File: src/rtl/neuron_serializer_pkg.sv
// Shared constants, state encoding and select helper for the neuron serializer.
//   DATA_W   : width of one neuron word
//   N_WORDS  : words per frame
//   SEL_W    : width of word index / word-mux select
//   LAST_IDX : index of the final word of a frame
package neuron_serializer_pkg;

  localparam int DATA_W   = 16;
  localparam int N_WORDS  = 16;
  localparam int SEL_W    = 5;
  localparam int LAST_IDX = N_WORDS - 1;

  localparam logic [SEL_W-1:0] LAST_SEL = SEL_W'(LAST_IDX);

  typedef enum logic [0:0] {
    ST_IDLE   = 1'b0,
    ST_STREAM = 1'b1
  } state_t;

  // The word mux has a 5-bit select but only 16 inputs; the top select bit
  // is forced low so out-of-range selects can never be generated.
  function automatic logic [SEL_W-1:0] word_sel(input logic [3:0] idx4);
    return {1'b0, idx4};
  endfunction

endpackage

File: src/rtl/neuron_serializer_if.sv
// Frame-in / word-out stream bundle for the neuron serializer.
//   in_valid/in_ready/in_data : one 16 x 16-bit frame per handshake
//   out_valid/out_ready       : one word per accepted beat
//   out_data/out_index        : current word and its position in the frame
//   out_last                  : current word is the last of the frame
//   frame_done                : one-cycle pulse after the last beat is taken
// Modport master is the environment (producer + consumer); slave is the block.
interface neuron_serializer_if
  import neuron_serializer_pkg::*;
();

  logic                      in_valid;
  logic                      in_ready;
  logic [N_WORDS*DATA_W-1:0] in_data;
  logic                      out_valid;
  logic                      out_ready;
  logic [DATA_W-1:0]         out_data;
  logic [SEL_W-1:0]          out_index;
  logic                      out_last;
  logic                      frame_done;

  modport master (
    output in_valid, in_data, out_ready,
    input  in_ready, out_valid, out_data, out_index, out_last, frame_done
  );

  modport slave (
    input  in_valid, in_data, out_ready,
    output in_ready, out_valid, out_data, out_index, out_last, frame_done
  );

endinterface

File: src/rtl/neuron_serializer_mux_16_1.sv
// 16:1 word multiplexer with a 5-bit select.
//   din  : 16 words
//   sel  : word select; values 16..31 produce zero
//   dout : selected word
module mux_16_1
  import neuron_serializer_pkg::*;
(
  input  logic [DATA_W-1:0] din [N_WORDS],
  input  logic [SEL_W-1:0]  sel,
  output logic [DATA_W-1:0] dout
);

  // Select one word; the unused upper half of the select space reads as zero.
  always_comb begin
    dout = {DATA_W{1'b0}};
    if (sel[SEL_W-1] == 1'b0) begin
      dout = din[sel[3:0]];
    end else begin
      dout = {DATA_W{1'b0}};
    end
  end

endmodule

File: src/rtl/neuron_serializer.sv
// Parallel-to-serial stage between a 16-neuron layer and the next layer's MAC.
// Captures a whole frame in one handshake, then replays it one word per
// accepted beat through the 16:1 word mux.
//   clk   : rising-edge clock
//   rst_n : asynchronous active-low reset (clears bank and control state)
//   clear : synchronous abort of the current frame, bank retained
//   bus   : frame-in / word-out stream (slave side)
module neuron_serializer
  import neuron_serializer_pkg::*;
(
  input  logic                clk,
  input  logic                rst_n,
  input  logic                clear,
  neuron_serializer_if.slave  bus
);

  state_t            state_r;
  logic [SEL_W-1:0]  idx_r;
  logic              in_ready_r;
  logic              out_valid_r;
  logic              frame_done_r;
  logic [DATA_W-1:0] bank_r [N_WORDS];

  logic              capture_s;
  logic              accept_s;
  logic              at_last_s;
  logic [SEL_W-1:0]  sel_s;
  logic [DATA_W-1:0] mux_out_s;

  // clear wins over both capture and beat acceptance.
  assign capture_s = (state_r == ST_IDLE) & bus.in_valid & in_ready_r & ~clear;
  assign accept_s  = (state_r == ST_STREAM) & out_valid_r & bus.out_ready & ~clear;
  assign at_last_s = (idx_r == LAST_SEL);
  assign sel_s     = word_sel(idx_r[3:0]);

  // Frame bank: loaded only on an accepted frame, kept across clear.
  always_ff @(posedge clk or negedge rst_n) begin
    if (!rst_n) begin
      for (int i = 0; i < N_WORDS; i++) begin
        bank_r[i] <= {DATA_W{1'b0}};
      end
    end else if (capture_s) begin
      for (int i = 0; i < N_WORDS; i++) begin
        bank_r[i] <= bus.in_data[i*DATA_W +: DATA_W];
      end
    end else begin
      bank_r <= bank_r;
    end
  end

  // Control FSM with word index and registered handshake/status outputs.
  always_ff @(posedge clk or negedge rst_n) begin
    if (!rst_n) begin
      state_r      <= ST_IDLE;
      idx_r        <= {SEL_W{1'b0}};
      in_ready_r   <= 1'b0;
      out_valid_r  <= 1'b0;
      frame_done_r <= 1'b0;
    end else begin
      frame_done_r <= 1'b0;
      if (clear) begin
        state_r     <= ST_IDLE;
        idx_r       <= {SEL_W{1'b0}};
        out_valid_r <= 1'b0;
        in_ready_r  <= 1'b1;
      end else begin
        case (state_r)
          ST_IDLE: begin
            if (capture_s) begin
              state_r     <= ST_STREAM;
              idx_r       <= {SEL_W{1'b0}};
              out_valid_r <= 1'b1;
              in_ready_r  <= 1'b0;
            end else begin
              // First cycle after reset release lands here and raises ready.
              in_ready_r  <= 1'b1;
            end
          end
          ST_STREAM: begin
            if (accept_s) begin
              if (at_last_s) begin
                state_r      <= ST_IDLE;
                idx_r        <= {SEL_W{1'b0}};
                out_valid_r  <= 1'b0;
                in_ready_r   <= 1'b1;
                frame_done_r <= 1'b1;
              end else begin
                idx_r        <= idx_r + SEL_W'(1'b1);
              end
            end else begin
              idx_r <= idx_r;
            end
          end
          default: begin
            state_r     <= ST_IDLE;
            idx_r       <= {SEL_W{1'b0}};
            out_valid_r <= 1'b0;
            in_ready_r  <= 1'b1;
          end
        endcase
      end
    end
  end

  mux_16_1 u_mux (
    .din  (bank_r),
    .sel  (sel_s),
    .dout (mux_out_s)
  );

  assign bus.in_ready   = in_ready_r;
  assign bus.out_valid  = out_valid_r;
  assign bus.out_data   = mux_out_s;
  assign bus.out_index  = idx_r;
  assign bus.out_last   = out_valid_r & at_last_s;
  assign bus.frame_done = frame_done_r;

endmodule

File: src/flat_wrapper.sv
// flat-port wrapper written by rule: the top's interface ports become plain ports
module neuron_serializer_flat import neuron_serializer_pkg::*;
  (clk, rst_n, clear, bus_in_valid, bus_in_data, bus_out_ready, bus_in_ready, bus_out_valid, bus_out_data, bus_out_index, bus_out_last, bus_frame_done);
  neuron_serializer_if bus_i ();
  input  logic clk;
  input  logic rst_n;
  input  logic clear;
  input wire logic [$bits(bus_i.in_valid)-1:0] bus_in_valid;
  input wire logic [$bits(bus_i.in_data)-1:0] bus_in_data;
  input wire logic [$bits(bus_i.out_ready)-1:0] bus_out_ready;
  output wire logic [$bits(bus_i.in_ready)-1:0] bus_in_ready;
  output wire logic [$bits(bus_i.out_valid)-1:0] bus_out_valid;
  output wire logic [$bits(bus_i.out_data)-1:0] bus_out_data;
  output wire logic [$bits(bus_i.out_index)-1:0] bus_out_index;
  output wire logic [$bits(bus_i.out_last)-1:0] bus_out_last;
  output wire logic [$bits(bus_i.frame_done)-1:0] bus_frame_done;
  assign bus_i.in_valid = bus_in_valid;
  assign bus_i.in_data = bus_in_data;
  assign bus_i.out_ready = bus_out_ready;
  assign bus_in_ready = bus_i.in_ready;
  assign bus_out_valid = bus_i.out_valid;
  assign bus_out_data = bus_i.out_data;
  assign bus_out_index = bus_i.out_index;
  assign bus_out_last = bus_i.out_last;
  assign bus_frame_done = bus_i.frame_done;
  neuron_serializer u_core (.clk(clk), .rst_n(rst_n), .clear(clear), .bus(bus_i));
endmodule
File: config.mk
export PLATFORM = sky130hd
export DESIGN_NAME = neuron_serializer_flat
export DESIGN_NICKNAME = d
export VERILOG_FILES = /design/src/rtl/neuron_serializer_pkg.sv /design/src/rtl/neuron_serializer_if.sv /design/src/rtl/neuron_serializer_mux_16_1.sv /design/src/rtl/neuron_serializer.sv /design/src/flat_wrapper.sv
export SDC_FILE = /design/constraint.sdc
export NUM_CORES = 1
export LEC_CHECK = 0
export CAP_MARGIN = 20
export CORE_ASPECT_RATIO = 1.1
export CORE_MARGIN = 2
export CORE_UTILIZATION = 40
export CTS_CLUSTER_DIAMETER = 60
export CTS_CLUSTER_SIZE = 10
export DETAILED_ROUTE_END_ITERATION = 6
export GPL_TIMING_DRIVEN = 1
export MAX_ROUTING_LAYER = met4
export PLACE_DENSITY = 0.66
export SKIP_LAST_GASP = 1
export SLEW_MARGIN = 0
export SYNTH_ARGS = -nofsm -noshare
export SYNTH_HDL_FRONTEND = slang
export SYNTH_SLANG_ARGS = --single-unit
export TNS_END_PERCENT = 1
File: constraint.sdc
create_clock -name clk -period 2.25 [get_ports clk]
set_input_delay 0.45 -clock clk [delete_from_list [all_inputs] [get_ports clk]]
set_output_delay 0.45 -clock clk [all_outputs]
set_load 0.005 [all_outputs]
==> results.json <==
{
  "status": "complete, but fails checks",
  "violations": "negative setup slack",
  "non_clock_buffer_count": 377,
  "arrival_ns": 2.46,
  "finalSetupViolCount": 20,
  "num-nets-final": 1916,
  "routed_wl_mm": 41.1,
  "grt_pass1_vias": 10700,
  "comb_area_um2": 5330,
  "synth.avg_cell_area_um2": 9.06,
  "slew_viol_final": 0,
  "dp_hpwl_mm": 29.9,
  "cts_tree": "yes",
  "inverters": 2,
  "ys_cells": 1331,
  "crit_chain": "buf_12 -> buf_16 -> buf_4 -> mux2i_1 -> a221oi_2 -> o21ai_1 -> nand2_2 -> buf_2",
  "clkPwrFrac_pct": 30.1,
  "top_cell_area_share_pct": 55.0,
  "std_cell_rows": 66,
  "p_leak_nw": 8.32,
  "p_seq_mw": 6.83,
  "well_tap_count": 374,
  "hold_viol": 0,
  "topCellsByArea": "dfrtp_1, nand2_1, mux4_2",
  "synth_cell_type_count": 36,
  "max_stage_delay_ns": 0.58,
  "core_um2": 29600,
  "end_kind": "primary output",
  "fillers": 2568,
  "synthCells": 1331,
  "crit_fanout": 8,
  "io_buffers": 285,
  "wl_per_cell_um": 20.2,
  "peakVddDrop_mv": 0.500,
  "grt_pass1_wl_mm": 61.6,
  "drt_first_pass_iters": 5,
  "internal_power_mw": 10.3,
  "final_area_um2": 17200,
  "synthTopLogicFamily": "simple AND/OR/NAND/NOR gates",
  "synth.area.mux_share_pct": 11.3,
  "layout_setup_ws_ns": -0.664,
  "crit_cells": 8,
  "die_area_um2": 31600,
  "power.largest_group": "sequential cells",
  "largest_class": "flip-flops and latches",
  "place_area_um2": 15800,
  "finalWeightedCongestion": 0.928,
  "crit_path_start_kind": "flop",
  "die_x_um": 170,
  "n_clock_buffer": 35,
  "comb_share_pct": 31.0,
  "period_needed_ns": 2.91,
  "register_area_um2": 6640,
  "ant_nets": 0,
  "worst-path-buf-inv": 4,
  "fp_util_pct": 40.7,
  "synthSimpleGateAreaFrac_pct": 25.4,
  "rsz0062_at_grt": "true",
  "yosysSeqAreaShare_pct": 55.0,
  "relSlewSlack_pct": 62.6,
  "track_usage_pct": 26.7,
  "max_cap_violations": 0,
  "hold_class": "in2reg",
  "route.detailed.drc": 0,
  "synthToLayoutAreaGrowth_pct": 42.4,
  "yosysChipArea_um2": 12100,
  "h-tree-depth": 1,
  "ys_sh_xor_pct": 0.0726,
  "fin_crit_sh_pct": 129,
  "viasPerCell": 5.18,
  "cts_buffer_depth": 3,
  "power_frac_comb_pct": 23.5,
  "ys.warnings.count": 0,
  "pin_count": 286,
  "worstHoldPathCells": 3,
  "vias": 10500,
  "grt_start_max_net_pins": 98,
  "sh_seq_area_pct": 38.6,
  "cpLargestDelayFamily": "flip-flops",
  "insertedDiodeCount": 0,
  "layout_top_cells": "nand2_1, clkdlybuf4s50_1, dfrtp_1",
  "netlist_area_um2": 12100,
  "fmaxAchievable_mhz": 343,
  "pwr-share-seq_pct": 46.4,
  "clkCellAreaFrac_pct": 4.94,
  "synthArstFlopShare_pct": 100,
  "drive_gt1_share_pct": 13.6,
  "root_buffer": "clkbuf_16",
  "pre_cts_ws_ns": -0.540,
  "critPathKind": "reg2out",
  "ys_sh_aoi_pct": 4.76,
  "clk_pin_slew_worst_paths_ns": 0.06,
  "crit_path_top_delay_cell": "dfrtp_4",
  "largest_area_cell": "dfrtp_1",
  "die_height_um": 186,
  "comb_cell_power_mw": 3.45,
  "logic_gates": 977,
  "warning_count": 28,
  "drtIter0Drc": 924,
  "edf_count": 0,
  "lay_top_count": "nand2_1",
  "reg2regPathDepth": 8,
  "fin_tns_setup_ns": -10.59,
  "flop_cell": "dfrtp_1",
  "synth_nets": 1593,
  "grt-ovfl-total": 0,
  "antenna_found_initial": 0,
  "final_core_util_pct": 57.9
}
## metal layers
layer	wire [um]	global-route usage, %
met1	17800	36.1
met2	19600	42.2
met3	2310	3.24
met4	1340	9.13
met5	0	-
## tightest hold or removal path, cell delays in order
cell             delay [ns]
clkdlybuf4s50_1        0.39
nand2_1                0.05
nand2_1                0.04
## path summary, 6_finish.rpt
path / slack [ns] / from / end
worst min-delay path: 0.42 / bus_in_data[112] / u_core.bank_r[128]
max in group asynchronous: 0.96 / rst_n / u_core.bank_r[23]
worst min register to register: 0.47 / u_core.bank_r[177] / u_core.bank_r[177]
worst max-delay path: -0.66 / u_core.bus.out_index[0] / bus_out_data[13]
min in group asynchronous: 0.46 / rst_n / u_core.bank_r[138]
worst max register to register: -0.07 / u_core.bus.out_index[0] / u_core.bus.out_index[3]
## cells in the mapped netlist, types with 2 or more instances
cell type,n
nor2_1,4
o21ai_0,17
dfrtp_1,265
buf_2,46
clkbuf_1,38
and3_1,2
mux4_2,32
and2_1,2
nor2b_1,2
buf_4,2
a221oi_1,32
nand2_1,786
mux2i_1,64
a21oi_1,2
a22oi_1,16
## registers in the layout, summed over array words and instances, names as in the netlist
register / count
u_core.bus.out_index: 5
u_core.state_r: 1
u_core.bus.out_valid: 1
u_core.bus.in_ready: 1
u_core.bus.frame_done: 1
u_core.bank_r: 256
## timing repair
action	in CTS	in global routing
hold endpoints to repair	61	0
setup endpoints to repair	19	21
setup buffers	8	0
hold buffers	1	0
pin swaps	41	11
cloned	6	0
gates resized	109	20
## through the flow
stage / cells / total power, mW
floorplan: 1331 / 8.27
global placement: 1980 / 9.99
detailed placement: 1980 / 10.1
CTS: 2033 / 14.7
global route: 2033 / 15.4
finish: 2033 / 14.7
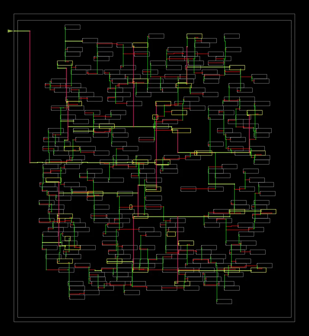
**Above:** clock nets.
Setup Skew: 0.0145 ns
Seq cells: 265
clk_lat worst skew: 0.55 ns
total CTS buffers: 31
Clock group: 4.43 mW

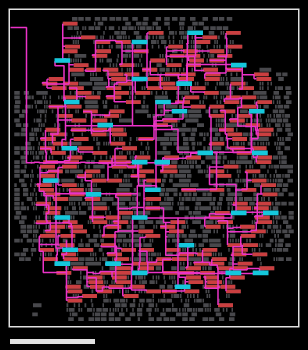
**Above:** routed clock nets over the placement.
The bar under the picture is 50 um long.
Key: cyan = clock-net drivers [count 31]; red = flip-flops [count 265]; magenta = clock wires [length 3310 um]
There are 32 routed clock nets.

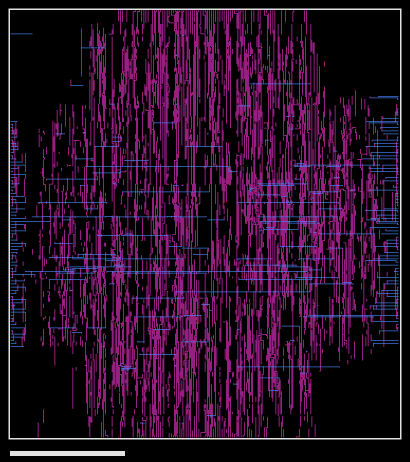
**Above:** signal wires by layer.
The bar under the picture is 50 um long. Two of the layers only.
Key: magenta = M2 [wire length 19600 um]; blue = M3 [wire length 2310 um]

No activity file was given, so power comes from the tool's default toggle rates.
